### Pin placement, run 1

Pins as bars across the die edge, other pins in grey.
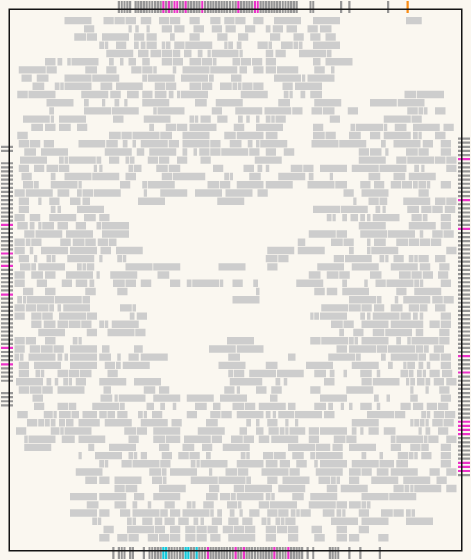
### Placement density heat map, run 1

15 x 18 tiles, from white (low) to dark blue (high), 0 to 100% covered.
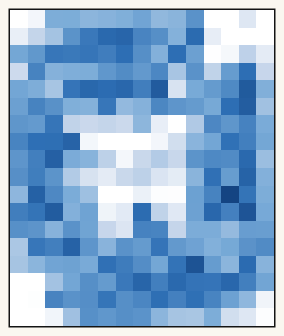
### Cell outlines without signal wires, run 1

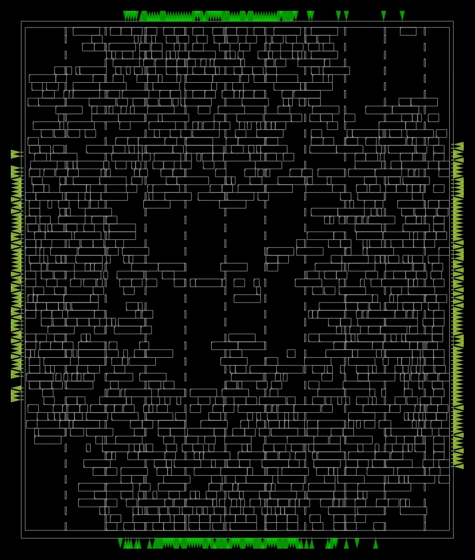
### config.mk
export PLATFORM = sky130hd
export DESIGN_NAME = preg_mem_wb_skid
export DESIGN_NICKNAME = d
export VERILOG_FILES = /design/src/rtl/preg_mem_wb_skid.sv
export SDC_FILE = /design/constraint.sdc
export NUM_CORES = 1
export LEC_CHECK = 0
export CAP_MARGIN = 20
export CORE_ASPECT_RATIO = 1.2
export CORE_UTILIZATION = 40
export DETAILED_ROUTE_END_ITERATION = 12
export PLACE_DENSITY = 0.69
export SYNTH_ARGS = -nofsm -noshare
export SYNTH_HDL_FRONTEND = slang
export SYNTH_SLANG_ARGS = --single-unit
### constraint.sdc
create_clock -name clk -period 5 [get_ports clk]
set_input_delay 0.5 -clock clk [delete_from_list [all_inputs] [get_ports clk]]
set_output_delay 0.5 -clock clk [all_outputs]
set_load 0.02 [all_outputs]
### src/rtl/preg_mem_wb_skid.sv
// MEM/WB pipeline register with valid/ready handshake, optional 2-entry skid buffer, flush and forwarding port.
// Latency 1 cycle; with the skid, in_ready is registered from state and drops only once both entries are full.
module preg_mem_wb_skid #(
   parameter int DATA_WIDTH     = 32,
   parameter int REG_ADDR_WIDTH = 5,
   parameter int SKID_EN        = 1
) (
   input  logic                      clk,
   input  logic                      rst,
   input  logic                      in_valid,
   output logic                      in_ready,
   input  logic [DATA_WIDTH-1:0]     ALUResultM,
   input  logic [DATA_WIDTH-1:0]     DMRd,
   input  logic [DATA_WIDTH-1:0]     PCPlus4M,
   input  logic [REG_ADDR_WIDTH-1:0] RdM,
   input  logic                      RegWriteM,
   input  logic [1:0]                ResultSrcM,
   input  logic                      flush,
   output logic                      out_valid,
   input  logic                      out_ready,
   output logic [DATA_WIDTH-1:0]     ALUResultW,
   output logic [DATA_WIDTH-1:0]     ReadDataW,
   output logic [DATA_WIDTH-1:0]     PCPlus4W,
   output logic [REG_ADDR_WIDTH-1:0] RdW,
   output logic                      RegWriteW,
   output logic [1:0]                ResultSrcW,
   output logic [DATA_WIDTH-1:0]     ResultW,
   output logic                      fwd_valid,
   output logic [REG_ADDR_WIDTH-1:0] fwd_rd,
   output logic [DATA_WIDTH-1:0]     fwd_data
);

   typedef struct packed {
      logic [DATA_WIDTH-1:0]     alu;
      logic [DATA_WIDTH-1:0]     rdata;
      logic [DATA_WIDTH-1:0]     pc4;
      logic [REG_ADDR_WIDTH-1:0] rd;
      logic                      regwrite;
      logic [1:0]                src;
   } entry_t;

   typedef enum logic [1:0] {S_EMPTY, S_ONE, S_TWO} state_t;

   state_t state_q, state_d;
   entry_t main_q, main_d;
   entry_t skid_q, skid_d;
   logic   rdy_q, rdy_d;
   entry_t in_ent;
   logic   accept, consume;

   assign in_ent = '{alu: ALUResultM, rdata: DMRd, pc4: PCPlus4M,
                     rd: RdM, regwrite: RegWriteM, src: ResultSrcM};

   always_ff @(posedge clk or negedge rst) begin
      if (!rst) begin
         state_q <= S_EMPTY;
         main_q  <= '0;
         skid_q  <= '0;
         rdy_q   <= 1'b0;
      end else begin
         state_q <= state_d;
         main_q  <= main_d;
         skid_q  <= skid_d;
         rdy_q   <= rdy_d;
      end
   end

   always_comb begin
      accept  = in_valid && in_ready;
      consume = out_valid && out_ready;
      state_d = state_q;
      main_d  = main_q;
      skid_d  = skid_q;
      case (state_q)
         S_EMPTY: begin
            if (accept) begin
               state_d = S_ONE;
               main_d  = in_ent;
            end
         end
         S_ONE: begin
            if (accept && consume) begin
               main_d = in_ent;
            end else if (accept) begin
               if (SKID_EN != 0) begin
                  state_d = S_TWO;
                  skid_d  = in_ent;
               end else begin
                  main_d = in_ent;
               end
            end else if (consume) begin
               state_d = S_EMPTY;
            end
         end
         S_TWO: begin
            if (consume) begin
               state_d = S_ONE;
               main_d  = skid_q;
            end
         end
         default: state_d = S_EMPTY;
      endcase
      // Flush drops any same-cycle accept; a same-cycle consume has already been seen by WB.
      if (flush) begin
         state_d = S_EMPTY;
         main_d  = main_q;
         skid_d  = skid_q;
      end
      rdy_d = (state_d != S_TWO);
   end

   always_comb begin
      out_valid = (state_q != S_EMPTY);
      if (SKID_EN != 0) in_ready = rdy_q;
      else              in_ready = rdy_q && (out_ready || !out_valid);
      ALUResultW = main_q.alu;
      ReadDataW  = main_q.rdata;
      PCPlus4W   = main_q.pc4;
      RdW        = main_q.rd;
      ResultSrcW = main_q.src;
      RegWriteW  = main_q.regwrite && out_valid;
      case (main_q.src)
         2'b01:   ResultW = main_q.rdata;
         2'b10:   ResultW = main_q.pc4;
         default: ResultW = main_q.alu;
      endcase
      fwd_valid = RegWriteW && (main_q.rd != '0);
      fwd_rd    = main_q.rd;
      fwd_data  = ResultW;
   end

endmodule

==> metrics.cfg, run 1 <==
[run_status]
status=finished clean

[clocking]
clockBufferDepth=3
cts-buffers-inserted=23
clkLatencyLatePin_ps=500

[logic_synthesis]
synth-simple-area-share_pct=5.598
top_area_cell=dfrtp_1
synthDistinctLibCells=26

[worst_setup_path]
crit_buf_inv=2
r2r_start=state_q[1]

[final_layout]
fill_cells=2285
n_clock_buffer=30
signal_buffers=292

[power_and_ir_drop]
power.total_uw=6156
p_seq_uw=2420
pwr-share-clk_pct=28.1

[timing]
fin_crit_ps=3542
hold_violations=0

[flow_run]
warnings=31

[drt]
dr_wl_met2_um=12880
ant_nets=0
post_drt_via_cell_ratio=5.002

[placed_design]
place_ws_ps=1950
place_congestion=0.8440

[die]
chipHeight_um=179.0

[global_route]
first_global_vias=6927

## Picture notes: 'Pin placement'
- fwd_data: magenta (pins 32; direction output; edge 12 east, 9 north, 6 west, 5 south)
- rst: orange (pins 1; direction input; edge north)
- fwd_rd: cyan (pins 5; direction output; edge south)

## Picture notes: 'Placement density heat map'
- fullest tile: 92%
- tiles over 75% full: 10%
- emptiest ninth of the die: centre
- nearly empty tiles: 8.5%
- mean over tiles: 48%
Init Core Util: 40.87%
core area: 0.02554 mm2

## Picture notes: 'Cell outlines without signal wires'
Final Core Density: 51.68%
flip-flops: 211
Tapcells: 330

==> run 2: changes to the inputs <==
--- a/config.mk
+++ b/config.mk
@@ -9,7 +9,7 @@
 export CORE_ASPECT_RATIO = 1.2
 export CORE_UTILIZATION = 40
 export DETAILED_ROUTE_END_ITERATION = 12
-export PLACE_DENSITY = 0.69
+export PLACE_DENSITY = 0.72
 export SYNTH_ARGS = -nofsm -noshare
 export SYNTH_HDL_FRONTEND = slang
 export SYNTH_SLANG_ARGS = --single-unit
==> constraint.sdc (replaced) <==
create_clock -name clk -period 3.15 [get_ports clk]
set_input_delay 0.315 -clock clk [delete_from_list [all_inputs] [get_ports clk]]
set_output_delay 0.315 -clock clk [all_outputs]
set_load 0.02 [all_outputs]
### Pin placement, run 2

Pins as bars across the die edge, other pins in grey.
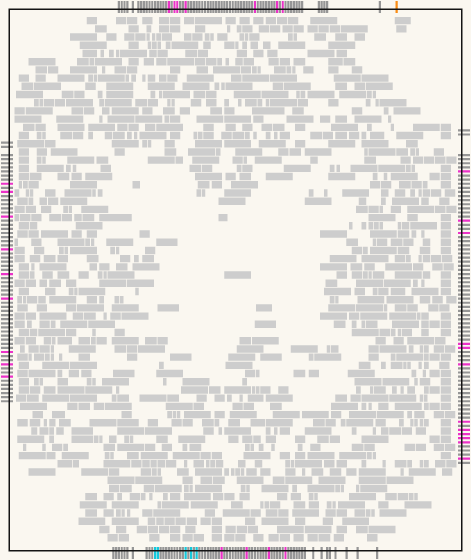
- fwd_rd: cyan (pins 5; direction output; edge south)
- fwd_data: magenta (pins 32; direction output; edge 12 east, 9 west, 7 north, 4 south)
- rst: orange (pins 1; direction input; edge north)
- all pins by edge: 78 east, 73 south, 71 north, 63 west

==> run 2 against run 1 <==
Net effect:
- critical path depth up 1
- count of clock-buffer cells in the layout up 2
- sequential share of layout area down 0.62 points
- utilization up 0.81 points
- critical path type unchanged
- critical endpoint is now fwd_data[0]
- largest cell class unchanged
- largest power group unchanged
- highest routed layer unchanged
==> metrics.cfg, run 2 <==
[die]
core_util_floorplan_pct=40.87
chipHeight_um=179.0
coreArea_mm2=0.02554
taps=330

[logic_synthesis]
synthDistinctLibCells=26
synth-simple-area-share_pct=5.598
top_area_cell=dfrtp_1
syn_avg_cell_area_um2=11.06

[drt]
dr_wl_met2_um=12900
ant_nets=0
wire_per_inst_um=18.05
post_drt_via_cell_ratio=4.999
post-route-drc-count=0

[global_route]
overflow=0
use_met1_pct=24.14
use_met2_pct=33.31
first_global_vias=7173

[power_and_ir_drop]
p_leak_uw=0.005513
p_seq_uw=3850

[final_layout]
ff_count=211
fill_cells=2253
signal_buffers=305
post-route-util_pct=52.49

[worst_setup_path]
crit_buf_inv=3
r2r_start=state_q[0]
worst-r2r-setup-slack_ps=1050

[timing]
fin_crit_ps=2955
hold_violations=0

[placed_design]
dpl.cell_count=1378
place_congestion=0.8122
place_ws_ps=410.4

[clocking]
clockBufferDepth=3
cts-buffers-inserted=23
clkLatencyLatePin_ps=510

[run_status]
status=finished clean

### Clock distribution, run 2

Bar = 50 um.
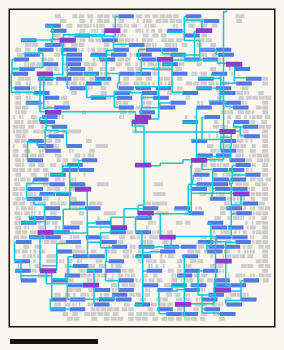
- flip-flops: blue (count 211)
- clock wires: cyan (length 2860 um)
- clock drivers: purple (count 23)
- flops lie: widely spread
- routed clock nets: 24
Clock Skews: 7.152 ps
clock power share: 27.7%
Clock group: 2720 uW

No activity file was given, so power comes from the tool's default toggle rates.
